<file path="config.mk">
export PLATFORM = sky130hd
export DESIGN_NAME = add_32
export DESIGN_NICKNAME = d
export VERILOG_FILES = /design/src/rtl/add_32_pkg.sv /design/src/rtl/add_32_cla4.sv /design/src/rtl/add_32.sv
export SDC_FILE = /design/constraint.sdc
export NUM_CORES = 1
export LEC_CHECK = 0
export CORE_AREA = 4 4 85 87
export CTS_CLUSTER_SIZE = 16
export DETAILED_ROUTE_END_ITERATION = 12
export DIE_AREA = 0 0 89 91
export PLACE_DENSITY = 0.85
export RECOVER_POWER = 100
export SLEW_MARGIN = 20
export SYNTH_ARGS = -nofsm -noshare
export SYNTH_HDL_FRONTEND = slang
export SYNTH_SLANG_ARGS = --single-unit
export TNS_END_PERCENT = 30
</file>
<file path="constraint.sdc">
create_clock -name clk -period 9.7 [get_ports clk]
set_input_delay 1.94 -clock clk [delete_from_list [all_inputs] [get_ports clk]]
set_output_delay 1.94 -clock clk [all_outputs]
set_load 0.01 [all_outputs]
</file>
<file path="src/rtl/add_32_pkg.sv">
// Shared constants, flag bundle and flag derivation for the add_32 adder.
package add_32_pkg;

    localparam int ADD_W      = 32;
    localparam int CLA_W      = 4;
    localparam int NUM_GROUPS = ADD_W / CLA_W;

    typedef struct packed {
        logic cout;
        logic ovf;
        logic zero;
    } add_flags_t;

    // Overflow is judged on the operand actually fed to the adder (b already inverted for subtract).
    function automatic add_flags_t make_flags(
        input logic             carry,
        input logic [ADD_W-1:0] op_a,
        input logic [ADD_W-1:0] op_b,
        input logic [ADD_W-1:0] sum
    );
        add_flags_t f;
        f.cout = carry;
        f.ovf  = (op_a[ADD_W-1] == op_b[ADD_W-1]) && (sum[ADD_W-1] != op_a[ADD_W-1]);
        f.zero = ~|sum;
        return f;
    endfunction

endpackage

</file>
<file path="src/rtl/add_32_cla4.sv">
// 4-bit carry-lookahead slice exporting group propagate/generate for the next lookahead level.
module add_32_cla4 (
    input  logic       cin,
    input  logic [3:0] a,
    input  logic [3:0] b,
    output logic [3:0] s,
    output logic       p,
    output logic       g
);

    logic [3:0] bit_p;
    logic [3:0] bit_g;
    logic [3:0] carry;

    assign bit_p = a ^ b;
    assign bit_g = a & b;

    // Every internal carry is a flat sum of products of cin and the bit p/g terms.
    assign carry[0] = cin;
    assign carry[1] = bit_g[0] | (bit_p[0] & cin);
    assign carry[2] = bit_g[1] | (bit_p[1] & bit_g[0]) | (bit_p[1] & bit_p[0] & cin);
    assign carry[3] = bit_g[2] | (bit_p[2] & bit_g[1]) | (bit_p[2] & bit_p[1] & bit_g[0])
                    | (bit_p[2] & bit_p[1] & bit_p[0] & cin);

    assign s = bit_p ^ carry;
    assign p = &bit_p;
    assign g = bit_g[3] | (bit_p[3] & bit_g[2]) | (bit_p[3] & bit_p[2] & bit_g[1])
             | (bit_p[3] & bit_p[2] & bit_p[1] & bit_g[0]);

endmodule

</file>
<file path="src/rtl/add_32.sv">
// 32-bit add (and, with ADD_32_SUB_EN defined, subtract) built from eight CLA slices,
// with a combinational result and an optional registered result/flag stage.
module add_32
    import add_32_pkg::*;
#(
    parameter int REG_OUT = 1
) (
    input  logic             clk,
    input  logic             rst_n,
    input  logic [ADD_W-1:0] a,
    input  logic [ADD_W-1:0] b,
    input  logic             in_valid,
`ifdef ADD_32_SUB_EN
    input  logic             sub,
`endif
    output logic [ADD_W-1:0] c,
    output logic [ADD_W-1:0] c_q,
    output logic             cout_q,
    output logic             ovf_q,
    output logic             zero_q,
    output logic             out_valid
);

    logic                  sub_eff;
    logic [ADD_W-1:0]      b_eff;
    logic [ADD_W-1:0]      sum;
    logic [NUM_GROUPS:0]   grp_carry;
    logic [NUM_GROUPS-1:0] grp_p;
    logic [NUM_GROUPS-1:0] grp_g;
    add_flags_t            flags_next;

`ifdef ADD_32_SUB_EN
    assign sub_eff = sub;
`else
    assign sub_eff = 1'b0;
`endif

    // Subtract is a + ~b + 1: invert b and inject the 1 as the chain's carry-in.
    assign b_eff        = b ^ {ADD_W{sub_eff}};
    assign grp_carry[0] = sub_eff;

    generate
        for (genvar gi = 0; gi < NUM_GROUPS; gi++) begin : g_slice
            add_32_cla4 u_cla4 (
                .cin (grp_carry[gi]),
                .a   (a[gi*CLA_W +: CLA_W]),
                .b   (b_eff[gi*CLA_W +: CLA_W]),
                .s   (sum[gi*CLA_W +: CLA_W]),
                .p   (grp_p[gi]),
                .g   (grp_g[gi])
            );
            assign grp_carry[gi+1] = grp_g[gi] | (grp_p[gi] & grp_carry[gi]);
        end
    endgenerate

    assign c          = sum;
    assign flags_next = make_flags(grp_carry[NUM_GROUPS], a, b_eff, sum);

    generate
        if (REG_OUT != 0) begin : g_reg_out
            logic [ADD_W-1:0] c_q_reg;
            add_flags_t       flags_reg;
            logic             valid_reg;

            // Reset wins over in_valid, so an input presented during reset is dropped.
            always_ff @(posedge clk) begin
                if (!rst_n) begin
                    c_q_reg   <= '0;
                    flags_reg <= '0;
                    valid_reg <= 1'b0;
                end else begin
                    valid_reg <= in_valid;
                    if (in_valid) begin
                        c_q_reg   <= sum;
                        flags_reg <= flags_next;
                    end
                end
            end

            assign c_q       = c_q_reg;
            assign cout_q    = flags_reg.cout;
            assign ovf_q     = flags_reg.ovf;
            assign zero_q    = flags_reg.zero;
            assign out_valid = valid_reg;
        end else begin : g_comb_out
            assign c_q       = sum;
            assign cout_q    = flags_next.cout;
            assign ovf_q     = flags_next.ovf;
            assign zero_q    = flags_next.zero;
            assign out_valid = in_valid;
        end
    endgenerate

endmodule

</file>
Fig. 1: sizing map
Bar = 20 um.
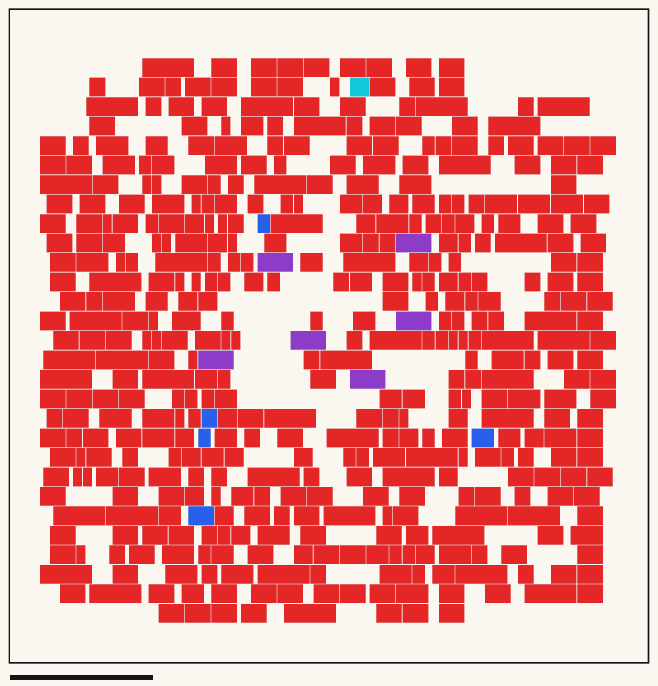
legend:
  purple:
    size: x6 and larger
    cells: 6
    share: 1.3%
    most_used: clkbuf_8
  cyan:
    size: x3 and x4
    cells: 1
    share: 0.22%
    most_used: buf_4
  red:
    size: x1 and smaller
    cells: 436
    share: 97%
    most_used: dlygate4sd3_1
  blue:
    size: x2
    cells: 5
    share: 1.1%
    most_used: clkinv_2
final instance area: 0.004348 mm2
nonclk buf count: 135

Fig. 2: signal wires by layer
Only two layers are drawn.
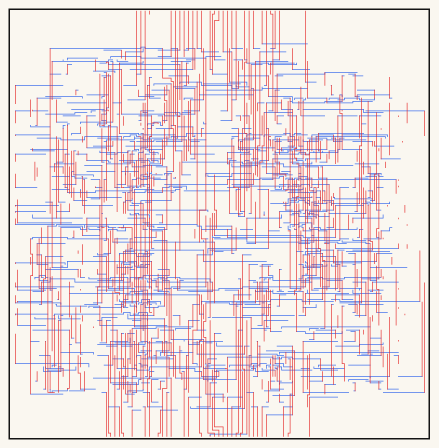
legend:
  blue:
    layer: M1
    wire_length: 3550 um
  red:
    layer: M2
    wire_length: 4510 um

Fig. 3: PDN straps and rails
Bar = 20 um. Pins as bars on the die edge. Tap cells in gray.
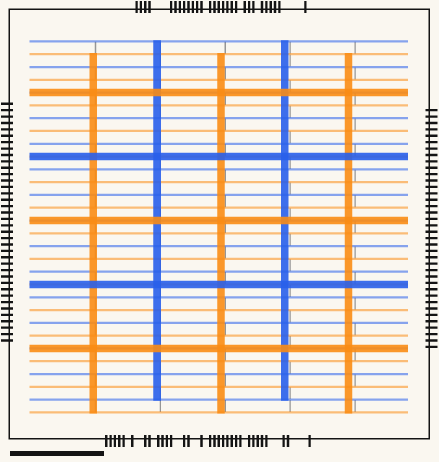
legend:
  orange:
    net: VSS
  blue:
    net: VDD
met4 straps: 5
rows: 29
tap cells: 77
signal pins: 135
chip height: 91 um
Die X: 89 um

Fig. 4: close-up of the layout
Region (54, 10) to (79, 35) um. Cells in gray, sequential cells in the stronger gray; small squares are vias.
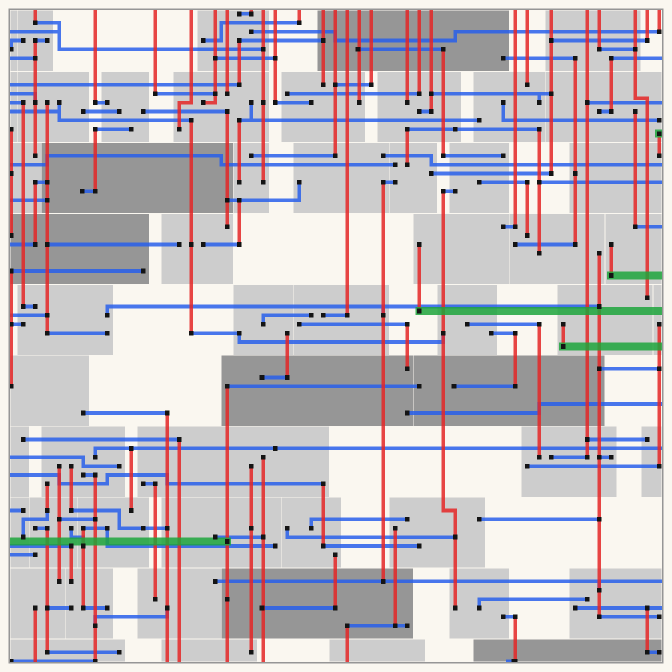
legend:
  blue:
    layer: M1
  green:
    layer: M3
  red:
    layer: M2
netlist names of flops here include: c_q (5), ovf_q (1)
most frequent: mux2i_1 (6), dfxtp_1 (6), nor2b_1 (5)
cells with their middle in the window: 43
sequential cells in the window: 6

Fig. 5: congestion heat map
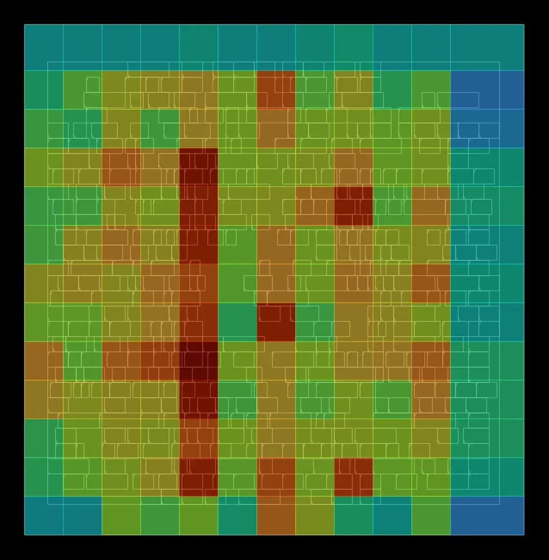
met3 usage: 5.973%
Top Usage Layer GRT: met2
M1 GR Usage: 26.18%
final core occ: 68.47%

==> flow_summary.toml <==
# physical design summary
[detailed_routing]
wl_per_cell_um = 16.95
post-route-drc-count = 0

[yosys]
syn-instance-count = 315
yosys.area.top_type_share_pct = 25.10
synth.avg_cell_area_um2 = 9.116
synth.cell_area_mm2 = 0.002872
ys_sh_aoi_pct = 16.86
ys_sh_adder_pct = 19.52
ys_ff = 36
flop_cell = "dfxtp_1"
yosysWarnings = 0
ys_sh_xor_pct = 6.405
yosysSeqAreaShare_pct = 25.10

[die]
rows = 29
io_pins = 135

[critical_path]
crit_required_ns = 7.76
crit_fanout = 7
cpLargestDelayFamily = "AND-OR/OR-AND gates"
worstSetupPathType = "input port to output pin"
critPathCaptureType = "output pin"
cp-start-kind = "input port"

[timing]
setup_viol = 0
slew_headroom_pct = -67.89
finalHoldViolations = 0
worst_slack_ns = 1.848
finalMaxSlewViolations = 43
period_needed_ns = 7.852

[grt]
grt_pass1_vias = 3090
grt_usage_pct = 21.88

[final_layout]
drive_gt1_share_pct = 2.679
largest_register_ffs = 32
clkbuf_count = 6
num-multi-input-gates = 261
seq_cells = 36
area_delta_synth_final_pct = 51.42
comb_area_mm2 = 0.002066
buf_share_pct = 30.88
final_common_cell = "dlygate4sd3_1"

[outcome]
violations = "capacitance limit, slew limit"
status = "finished with violations"

[power]
fin_total_pwr_w = 0.0005714
ir_drop_mv = 0.1184

[clock_network]
clockBufferDepth = 2
insertion_delay_ns = 0.29
htreeDepth = 2
cts_buffers = 5
cts_root_buf = "clkbuf_8"

[flow_run]
drv_cap = 1

[worst_hold_path]
hold_class = "register to register"
## report_power, final
group          internal (W)  switching, W  total (W)
Combinational      0.000146      0.000140   0.000286
Sequential         0.000164    0.00000739   0.000171
Clock             0.0000568     0.0000579   0.000115
Total              0.000366      0.000205   0.000571
## final timing paths
path                       start             endpoint  cells after the start
max reg2reg  cout_q$_SDFFE_PN0P_  cout_q$_SDFFE_PN0P_                      2
min          zero_q$_SDFFE_PN0P_  zero_q$_SDFFE_PN0P_                      2
min reg2reg  zero_q$_SDFFE_PN0P_  zero_q$_SDFFE_PN0P_                      2
max                         a[1]                c[29]                     11
## metal layers
metal,part of all wire [%],GRT usage [%],vias to the layer above
met2,51,38.99,110
li1,-,-,1418
met4,1.2,3.970,0
met3,8.3,5.973,12
met1,40,26.18,1361
met5,0,0,-
